==> config.mk <==
export PLATFORM = sky130hd
export DESIGN_NAME = fsim_sequencer
export DESIGN_NICKNAME = d
export VERILOG_FILES = /design/src/rtl/fsim_sequencer.sv
export SDC_FILE = /design/constraint.sdc
export NUM_CORES = 1
export LEC_CHECK = 0
export CORE_AREA = 2 2 307 309
export DETAILED_ROUTE_END_ITERATION = 10
export DIE_AREA = 0 0 309 311
export SETUP_SLACK_MARGIN = 0.3
export SYNTH_ARGS = -nofsm -noshare
export SYNTH_HDL_FRONTEND = slang
export SYNTH_SLANG_ARGS = --single-unit
==> constraint.sdc <==
create_clock -name clk -period 2.1 [get_ports clk]
set_input_delay 0.315 -clock clk [delete_from_list [all_inputs] [get_ports clk]]
set_output_delay 0.315 -clock clk [all_outputs]
set_load 0.01 [all_outputs]
run_1/placed.png
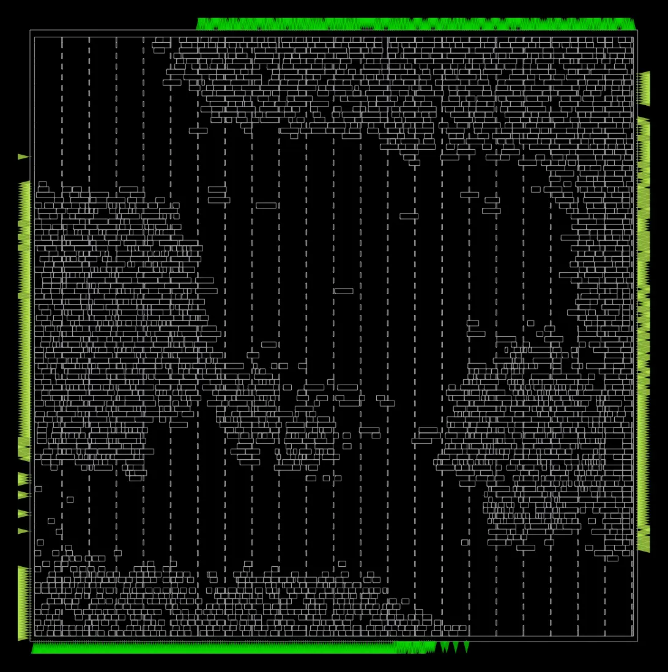
Seq area share: 25.64%
flip-flops: 340
# Taps: 1254
core area: 92770 µm²
Rows: 112

run_1/m3.png
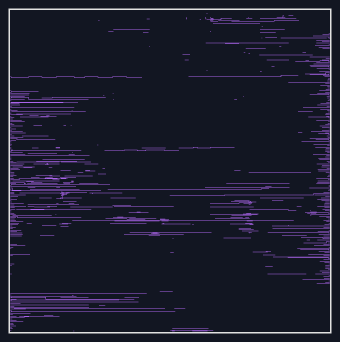
The layer holds 10% of the routed length. 464 nets have wire on it.
via count: 16210
met3 Use GR: 5.653%
Total Routed Length: 82.71 mm

run_1/ff_map.png
Other sequential cells in the stronger grey, the rest of the logic in the fainter grey.
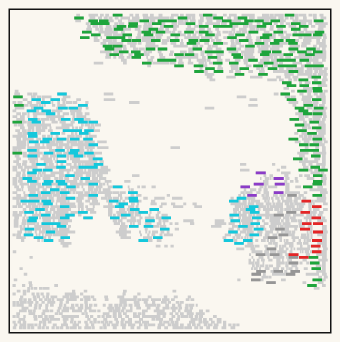
Key: green = `cut_in` [placed flops 178]; purple = `pat_addr` [placed flops 7, where east]; red = `det_count` [placed flops 13]; cyan = `syn_data` [placed flops 124]
Another 18 sequential cells are not coloured.
Seq. cell area: 8524 µm²
sequential power: 9.37 mW
Util after Layout: 35.83%

==> GITHUB_STEP_SUMMARY, run 1 <==
### Yosys + OpenROAD results

| Metric | Value |
|---|---|
| Layout fillers | 9012 |
| Dominant logic cell type in the layout | clkdlybuf4s50_1 |
| Yosys stat area | 15840 µm² |
| Seq cells post-synth | 340 |
| Largest net degree at the start of global routing | 53 |
| CTS clk-pin slew, worst paths | 0.06 ns |
| Distinct lib cells used | 51 |
| Crit start category | register |
| 1st-iter DRT viols | 1284 |
| Worst-Margin Slew | 1.165 ns |
| Global routing usage on met1 | 21.74% |
| Nonclk buf count | 1132 |
| Residual DRC | 0 |
| Avg WL per Cell | 21.83 µm |
| Final number of setup-violating endpoints | 179 |
| CTS Hold Bufs | 1 |
| Violated checks | negative setup slack |
| Postcts setup bufs | 43 |
| Clock power share | 27.0% |
| DRT Pass-1 Iters | 5 |
| Crit path max-delay cell type | or4_4 |
| Status | finished, violations left |
| Setup ws final | -0.2557 ns |
| Root buffer cell | clkbuf_16 |
| CTS resizes | 523 |
| Slew headroom | 22.36% |
| Top cells by count, synth | dfrtp_1, mux2_2, a21oi_1, xnor2_1, nor3_1 |
| CTS sink cnt | 340 |
| Worst Clk Skew | 0.02073 ns |
| Unrepaired setup endpoints after global routing | true |
| Logic share of the area | 28.00% |
| YS warnings | 0 |
| Min Hold Slack | 0.2831 ns |
| Top cell category | non-clock buffers |
| Endpoint class of the critical path | register |
| Combinational group share of total power | 38.3% |
| Inverters | 8 |
| Antenna violations before repair | 13 |
| Clk latency late pin | 0.58 ns |
| Max FFs per register | 178 |
| Combinational cell power | 10.3 mW |
| Placed standard-cell area | 27170 µm² |
| Ys cells | 1416 |
| Area leader share | 53.72% |
run 1: kinds of logic (layout without fill, tap and decap cells):
logic type / Yosys count / after routing / synth area share, %
simple gates: 348 / 348 / 11.83
flops: 340 / 340 / 53.72
compound gates: 308 / 308 / 10.54
mux: 180 / 180 / 12.78
xor+xnor: 133 / 133 / 7.354
buf+inv: 103 / 1213 / 3.468
fa+ha+maj: 4 / 4 / 0.3160
other cells: 0 / 9 / 0
run 1: routing by layer:
metal	routed length, µm	vias up
li1	-	7379
met1	36620	7987
met2	36070	735
met3	8586	96
met4	1384	8
met5	52	-
run 1: worst register-to-register path, stage by stage, from the launching register on:
cell,delay [ns]
dfrtp_1,0.39
nor4_1,0.41
nand4_1,0.30
or4_4,0.58
o21ai_4,0.20
buf_12,0.16
or4_1,0.11
a21oi_1,0.06
==> run 2: changes to the inputs <==
--- a/config.mk
+++ b/config.mk
@@ -12,3 +12,4 @@
 export SYNTH_ARGS = -nofsm -noshare
 export SYNTH_HDL_FRONTEND = slang
 export SYNTH_SLANG_ARGS = --single-unit
+export TNS_END_PERCENT = 100
run_2/port_trees.png
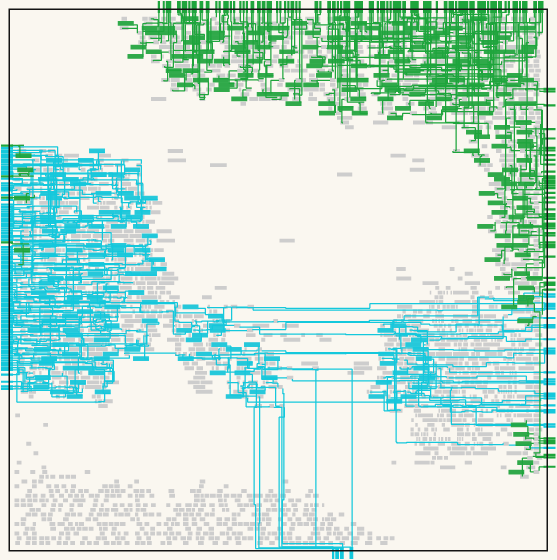
Key: green = `cut_in` [bits 178, direction output, edge 131 north, 43 east, 4 west, end cells 178, buffers 178, wire 9070 µm]; cyan = `syn_data` [bits 124, direction output, edge 92 west, 25 east, 7 south, end cells 124, buffers 241, wire 12500 µm]
port buffer count: 781
num ports: 782

==> run 2 against run 1 <==
The run still ends with negative setup slack left. Count of clock-buffer cells in the layout is the same. Largest power group unchanged. Critical endpoint unchanged. Die size unchanged. Worst hold slack unchanged. Sequential power is essentially flat. Power unchanged. Area after synthesis unchanged. Synthesized cell count unchanged. Via count stayed put. Utilization did not move. Fmax is the same.
==> GITHUB_STEP_SUMMARY, run 2 <==
### Yosys + OpenROAD results

| Metric | Value |
|---|---|
| Setup ws final | -0.2557 ns (unchanged) |
| Synth Area in Adders | 0.3160% (unchanged) |
| Nonclk buf count | 1132 (unchanged) |
| Residual DRC | 0 (unchanged) |
| Worst-Margin Slew | 1.165 ns (unchanged) |
| Slew headroom | 22.36% (unchanged) |
| Inverters | 8 (unchanged) |
| Status | finished, violations left |
| Logic share of the area | 28.00% (unchanged) |
| Combinational group share of total power | 38.3% (about the same) |
| Violated checks | negative setup slack |
| Top cell category | non-clock buffers |
| Top cells by count, synth | dfrtp_1, mux2_2, a21oi_1, xnor2_1, nor3_1 |
| DRT Pass-1 Iters | 5 (unchanged) |
| Dominant logic cell type in the layout | clkdlybuf4s50_1 |
| Crit start category | register |
| YS warnings | 0 (unchanged) |
| Clock power share | 27.0% (about the same) |
| Post-synthesis mux area share | 12.78% (unchanged) |
| Seq area share | 25.64% (unchanged) |
| Rows | 112 (unchanged) |
| Via count | 16210 (unchanged) |
| Distinct lib cells used | 51 (unchanged) |
| Post-synthesis compound-gate area fraction | 10.54% (unchanged) |
| CTS sink cnt | 340 (unchanged) |
| Min Hold Slack | 0.2831 ns (unchanged) |
| Antenna violations before repair | 13 (unchanged) |
| Total Routed Length | 82.71 mm (unchanged) |
| # Taps | 1254 (unchanged) |
| 1st-iter DRT viols | 1284 (unchanged) |
| Area leader share | 53.72% (unchanged) |
| Sequential power | 9.37 mW (about the same) |
| XOR-XNOR Cells, Area Fraction | 7.354% (unchanged) |
| Ys cells | 1416 (unchanged) |
| Worst Clk Skew | 0.02073 ns (unchanged) |
| AND/OR/NAND/NOR Cells, Area Fraction | 11.83% (unchanged) |
| CTS clk-pin slew, worst paths | 0.06 ns (about the same) |
| Clk latency late pin | 0.58 ns (about the same) |
| Util after Layout | 35.83% (unchanged) |
| Largest net degree at the start of global routing | 53 (unchanged) |
| Avg WL per Cell | 21.83 µm (unchanged) |
| Final number of setup-violating endpoints | 179 (unchanged) |
run_2/placed.png
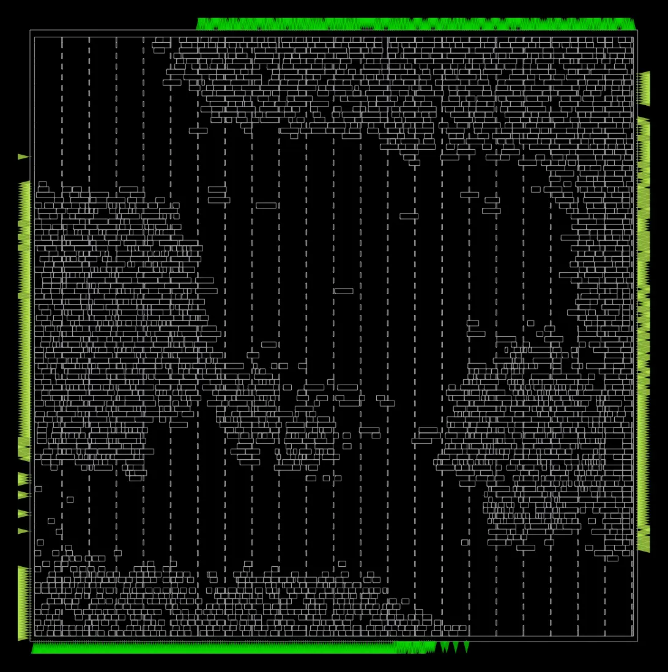
Layout fillers: 9012
Finished Layout Cells: 3789

[run 2: per-layer routing]
metal  global-route usage, %  vias to the layer above  routed length [µm]
met5                       0                        -                  52
met4                   3.288                        8                1384
li1                        -                     7379                   -
met3                   5.653                       96                8586
met1                   21.74                     7987               36620
met2                   22.91                      735               36070
[run 2: repair_timing]
| item | CTS | global route |
|---|---|---|
| gates cloned | 14 | 20 |
| setup buffers | 43 | 26 |
| hold buffers | 1 | 0 |
| endpoints found under the setup margin | 662 | 656 |
| hold endpoints to repair | 37 | 0 |
| gates resized | 523 | 512 |
| pin swaps | 183 | 151 |
[run 2: worst max-delay path: stages (launching register included)]
cell and delay [ns]:
dfrtp_1 0.39, nor4_1 0.41, nand4_1 0.30, or4_4 0.58, o21ai_4 0.20, buf_12 0.16, or4_1 0.11, a21oi_1 0.06
No activity file was given, so power comes from the tool's default toggle rates.
